File: config.mk
export PLATFORM = sky130hd
export DESIGN_NAME = ultra_ping_scheduler
export DESIGN_NICKNAME = d
export VERILOG_FILES = /design/src/rtl/ultra_pkg.sv /design/src/rtl/ultra_echo_sync.sv /design/src/rtl/ultra_ping_scheduler.sv
export SDC_FILE = /design/constraint.sdc
export NUM_CORES = 1
export LEC_CHECK = 0
export CORE_MARGIN = 2
export CORE_UTILIZATION = 36
export DETAILED_ROUTE_END_ITERATION = 7
export GPL_TIMING_DRIVEN = 0
export PLACE_DENSITY = 0.58
export SLEW_MARGIN = 5
export SYNTH_ARGS = -nofsm -noshare
export SYNTH_HDL_FRONTEND = slang
export SYNTH_HIERARCHICAL = 1
export SYNTH_SLANG_ARGS = --single-unit
export TNS_END_PERCENT = 10
File: constraint.sdc
create_clock -name clk -period 4.4 [get_ports clk]
set_clock_uncertainty 0.15 [all_clocks]
set_input_delay 0.44 -clock clk [delete_from_list [all_inputs] [get_ports clk]]
set_output_delay 0.44 -clock clk [all_outputs]
set_load 0.05 [all_outputs]
File: src/rtl/ultra_pkg.sv
`default_nettype none
// ============================================================================
// Module      : ultra_pkg
// Description : Shared types and 50 MHz timing defaults for the ultrasonic
//               ping scheduler.
// Revision    : 1.0 - initial release
// ============================================================================
package ultra_pkg;

    typedef enum logic [2:0] {
        ST_IDLE      = 3'd0,
        ST_TRIGGER   = 3'd1,
        ST_WAIT_RISE = 3'd2,
        ST_MEASURE   = 3'd3,
        ST_PUBLISH   = 3'd4,
        ST_GUARD     = 3'd5
    } state_t;

    localparam int DEF_NUM_SENSORS         = 4;
    localparam int DEF_TRIG_CYCLES         = 500;
    localparam int DEF_CYCLES_PER_CM       = 2900;
    localparam int DEF_ECHO_TIMEOUT_CYCLES = 1_500_000;
    localparam int DEF_GUARD_CYCLES        = 500_000;

    localparam logic [15:0] DIST_TIMEOUT = 16'hFFFF;
    localparam logic [15:0] DIST_MAX     = 16'hFFFE;

    function automatic int sensor_idx_width(input int n);
        return (n > 1) ? $clog2(n) : 1;
    endfunction

    function automatic int max_int(input int a, input int b);
        return (a > b) ? a : b;
    endfunction

endpackage
`default_nettype wire

File: src/rtl/ultra_echo_sync.sv
`default_nettype none
// ============================================================================
// Module      : ultra_echo_sync
// Description : Per-bit 2-flop synchronizer with rise/fall pulse detection.
// Revision    : 1.0 - initial release
// ============================================================================
module ultra_echo_sync #(
    parameter int WIDTH = 4
) (
    input  logic             clk,
    input  logic             reset_l,
    input  logic [WIDTH-1:0] async_in,
    output logic [WIDTH-1:0] rise,
    output logic [WIDTH-1:0] fall
);

    logic [WIDTH-1:0] meta_q, meta_d;
    logic [WIDTH-1:0] sync_q, sync_d;
    logic [WIDTH-1:0] prev_q, prev_d;

    always_comb begin
        meta_d = async_in;
        sync_d = meta_q;
        prev_d = sync_q;
    end

    always_ff @(posedge clk or negedge reset_l) begin
        if (!reset_l) begin
            meta_q <= '0;
            sync_q <= '0;
            prev_q <= '0;
        end else begin
            meta_q <= meta_d;
            sync_q <= sync_d;
            prev_q <= prev_d;
        end
    end

    assign rise = sync_q & ~prev_q;
    assign fall = ~sync_q & prev_q;

endmodule
`default_nettype wire

File: src/rtl/ultra_ping_scheduler.sv
`default_nettype none
// ============================================================================
// Module      : ultra_ping_scheduler
// Description : Round-robin HC-SR04 ping sequencer with echo-width to cm
//               conversion and a valid/ready result port.
// Revision    : 1.0 - initial release
// ============================================================================
module ultra_ping_scheduler
    import ultra_pkg::*;
#(
    parameter int NUM_SENSORS         = DEF_NUM_SENSORS,
    parameter int TRIG_CYCLES         = DEF_TRIG_CYCLES,
    parameter int CYCLES_PER_CM       = DEF_CYCLES_PER_CM,
    parameter int ECHO_TIMEOUT_CYCLES = DEF_ECHO_TIMEOUT_CYCLES,
    parameter int GUARD_CYCLES        = DEF_GUARD_CYCLES
) (
    input  logic                           clk,
    input  logic                           reset_l,
    input  logic                           enable,
    input  logic [NUM_SENSORS-1:0]         sensor_mask,
    input  logic [NUM_SENSORS-1:0]         echo,
    output logic [NUM_SENSORS-1:0]         trigger,
    output logic                           result_valid,
    input  logic                           result_ready,
    output logic [$clog2(NUM_SENSORS)-1:0] result_sensor,
    output logic [15:0]                    result_dist_cm,
    output logic                           result_timeout,
    output logic                           busy
);

    localparam int IDX_W   = sensor_idx_width(NUM_SENSORS);
    localparam int CNT_MAX = max_int(max_int(TRIG_CYCLES, ECHO_TIMEOUT_CYCLES), GUARD_CYCLES);
    localparam int CNT_W   = $clog2(CNT_MAX + 1);
    localparam int SUB_W   = $clog2(CYCLES_PER_CM + 1);

    state_t                   state_q, state_d;
    logic [IDX_W-1:0]         ptr_q, ptr_d;
    logic [IDX_W-1:0]         sel_q, sel_d;
    logic [CNT_W-1:0]         cnt_q, cnt_d;
    logic [SUB_W-1:0]         sub_q, sub_d;
    logic [15:0]              dist_q, dist_d;
    logic [NUM_SENSORS-1:0]   trigger_q, trigger_d;
    logic                     valid_q, valid_d;
    logic [IDX_W-1:0]         rsensor_q, rsensor_d;
    logic [15:0]              rdist_q, rdist_d;
    logic                     rtimeout_q, rtimeout_d;
    logic [NUM_SENSORS-1:0]   echo_rise;
    logic [NUM_SENSORS-1:0]   echo_fall;

    ultra_echo_sync #(.WIDTH(NUM_SENSORS)) u_echo_sync (
        .clk      (clk),
        .reset_l  (reset_l),
        .async_in (echo),
        .rise     (echo_rise),
        .fall     (echo_fall)
    );

    // First set mask bit strictly after p, wrapping back around to p itself.
    function automatic logic [IDX_W-1:0] next_idx(input logic [IDX_W-1:0] p,
                                                  input logic [NUM_SENSORS-1:0] m);
        logic [IDX_W-1:0] r;
        int               j;
        r = p;
        for (int i = NUM_SENSORS; i >= 1; i--) begin
            j = (int'(p) + i) % NUM_SENSORS;
            if (m[j[IDX_W-1:0]]) r = j[IDX_W-1:0];
        end
        return r;
    endfunction

    always_comb begin
        state_d    = state_q;
        ptr_d      = ptr_q;
        sel_d      = sel_q;
        cnt_d      = cnt_q;
        sub_d      = sub_q;
        dist_d     = dist_q;
        trigger_d  = '0;
        valid_d    = valid_q;
        rsensor_d  = rsensor_q;
        rdist_d    = rdist_q;
        rtimeout_d = rtimeout_q;

        case (state_q)
            ST_IDLE: begin
                if (enable && (|sensor_mask)) begin
                    sel_d   = next_idx(ptr_q, sensor_mask);
                    ptr_d   = sel_d;
                    cnt_d   = '0;
                    state_d = ST_TRIGGER;
                end
            end
            ST_TRIGGER: begin
                if (cnt_q == CNT_W'(TRIG_CYCLES - 1)) begin
                    cnt_d   = '0;
                    state_d = ST_WAIT_RISE;
                end else begin
                    cnt_d = cnt_q + CNT_W'(1);
                end
            end
            ST_WAIT_RISE: begin
                if (echo_rise[sel_q]) begin
                    // The rise cycle itself counts as the first echo cycle.
                    cnt_d   = cnt_q + CNT_W'(1);
                    state_d = ST_MEASURE;
                    if (CYCLES_PER_CM == 1) begin
                        sub_d  = '0;
                        dist_d = 16'd1;
                    end else begin
                        sub_d  = SUB_W'(1);
                        dist_d = '0;
                    end
                end else if (cnt_q >= CNT_W'(ECHO_TIMEOUT_CYCLES - 1)) begin
                    state_d    = ST_PUBLISH;
                    valid_d    = 1'b1;
                    rsensor_d  = sel_q;
                    rdist_d    = DIST_TIMEOUT;
                    rtimeout_d = 1'b1;
                end else begin
                    cnt_d = cnt_q + CNT_W'(1);
                end
            end
            ST_MEASURE: begin
                if (echo_fall[sel_q]) begin
                    state_d    = ST_PUBLISH;
                    valid_d    = 1'b1;
                    rsensor_d  = sel_q;
                    rdist_d    = dist_q;
                    rtimeout_d = 1'b0;
                end else if (cnt_q >= CNT_W'(ECHO_TIMEOUT_CYCLES - 1)) begin
                    state_d    = ST_PUBLISH;
                    valid_d    = 1'b1;
                    rsensor_d  = sel_q;
                    rdist_d    = DIST_TIMEOUT;
                    rtimeout_d = 1'b1;
                end else begin
                    cnt_d = cnt_q + CNT_W'(1);
                    if (sub_q == SUB_W'(CYCLES_PER_CM - 1)) begin
                        sub_d = '0;
                        if (dist_q != DIST_MAX) dist_d = dist_q + 16'd1;
                    end else begin
                        sub_d = sub_q + SUB_W'(1);
                    end
                end
            end
            ST_PUBLISH: begin
                if (result_ready) begin
                    valid_d = 1'b0;
                    cnt_d   = '0;
                    state_d = ST_GUARD;
                end
            end
            ST_GUARD: begin
                if (cnt_q == CNT_W'(GUARD_CYCLES - 1)) begin
                    state_d = ST_IDLE;
                end else begin
                    cnt_d = cnt_q + CNT_W'(1);
                end
            end
            default: state_d = ST_IDLE;
        endcase

        if (state_d == ST_TRIGGER) trigger_d[sel_d] = 1'b1;
    end

    always_ff @(posedge clk or negedge reset_l) begin
        if (!reset_l) begin
            state_q    <= ST_IDLE;
            ptr_q      <= IDX_W'(NUM_SENSORS - 1);
            sel_q      <= '0;
            cnt_q      <= '0;
            sub_q      <= '0;
            dist_q     <= '0;
            trigger_q  <= '0;
            valid_q    <= 1'b0;
            rsensor_q  <= '0;
            rdist_q    <= '0;
            rtimeout_q <= 1'b0;
        end else begin
            state_q    <= state_d;
            ptr_q      <= ptr_d;
            sel_q      <= sel_d;
            cnt_q      <= cnt_d;
            sub_q      <= sub_d;
            dist_q     <= dist_d;
            trigger_q  <= trigger_d;
            valid_q    <= valid_d;
            rsensor_q  <= rsensor_d;
            rdist_q    <= rdist_d;
            rtimeout_q <= rtimeout_d;
        end
    end

    assign trigger        = trigger_q;
    assign result_valid   = valid_q;
    assign result_sensor  = rsensor_q;
    assign result_dist_cm = rdist_q;
    assign result_timeout = rtimeout_q;
    assign busy           = (state_q != ST_IDLE);

endmodule
`default_nettype wire

**Cell classes on the final placement**

(4 px per um)
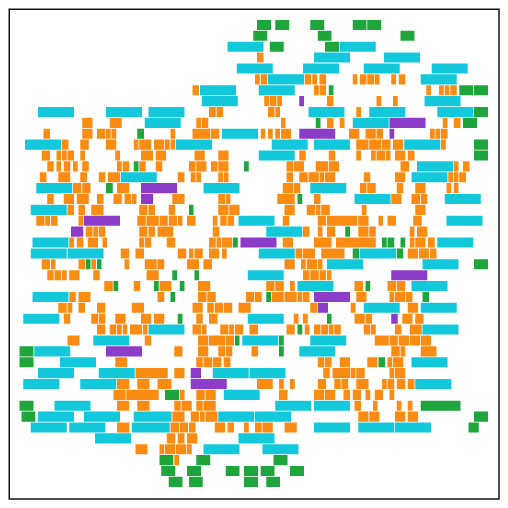
legend:
  combinational and other logic:
    color: orange
    cells: 429
    share_of_their_area: 45%
  clock drivers and dummy loads:
    color: purple
    cells: 16
    share_of_their_area: 4.8%
  sequential cells:
    color: cyan
    cells: 92
    share_of_their_area: 41%
  remaining buffers and delay cells:
    color: green
    cells: 71
    share_of_their_area: 9.3%

**Wiring heat map**

(3 px per um) 24 x 24 tiles, from dark purple (low) to yellow (high), scaled to the fullest tile. Values are wire area over tile area, all layers added.
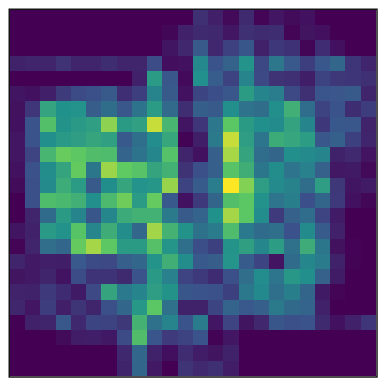
nearly empty tiles: 21%
densest ninth of the die: center
mean over tiles: 0.14
tiles over half the peak: 18%
fullest tile: 0.54
drt wl/cell: 17.0 um
Total Wirelength: 13400 um
detailed-route via count: 4543

timing repair:
item / in CTS / in global routing
hold endpoints to repair: 35 / 0
buffers inserted: 0 / 0
hold buffers: 1 / 0
layer usage:
layer  wire, um  vias up
li1           -     2180
met1       6200     2259
met2       6500       81
met3        416       23
met4        266        0
met5          0        -
state kept, by name, indices dropped and copies added (netlist names), 4 cells and up:
signal              count
cnt_q                  21
dist_q                 16
result_dist_cm         16
sub_q                  12
trigger                 4
u_echo_sync/meta_q      4
u_echo_sync/prev_d      4
u_echo_sync/prev_q      4
==> notes.md <==
The full implementation flow was run.

The flow ran to the end, and the final reports show no timing, DRC or antenna violations. Combinational power for this build is 0.0492 mW. The area share of and/or/nand/nor cells after synthesis stands at 23.1%. The tree is rooted in a clkbuf_16.

The power attributed to the clock group stands at 0.724 mW. Per STA, the library cell used most along the worst path is a21o_1. The sum of overflow across all layers after global routing stands at 0. For this run, the script counts the antenna cells in the layout as 0. The mux contribution to synthesized area stands at 1.55%. In the final layout, multi-input gates take up 42.3% of the cell area. The number of cell rows stands at 43. The peak supply drop stands at 0.168 mV.

The area of all placed cells without fillers stands at 5910 um2. The internal power stands at 1.26 mW. The average cell area after synthesis stands at 9.06 um2. The number of antenna violations at the first check in global routing stands at 0. For met3 alone, demand over resource in global routing was 3.70%. The largest individual stage delay along the critical path comes from the cell mux4_2. The number of gates resized after CTS was 0. The clock network burns 44.3% of the power.

The largest cell class by area is multi-input combinational cells. The capture point of the worst register-to-register path is recorded as cnt_q[18]$_DFFE_PN0P_. The worst hold path terminates at u_echo_sync/prev_d[0]$_DFF_PN0_.

The max-cap violation count stands at 0. STA classifies the critical path endpoint as a flip-flop. The relative area of clock buffers and inverters in the final design stands at 4.57%.
No activity file was given, so power comes from the tool's default toggle rates.
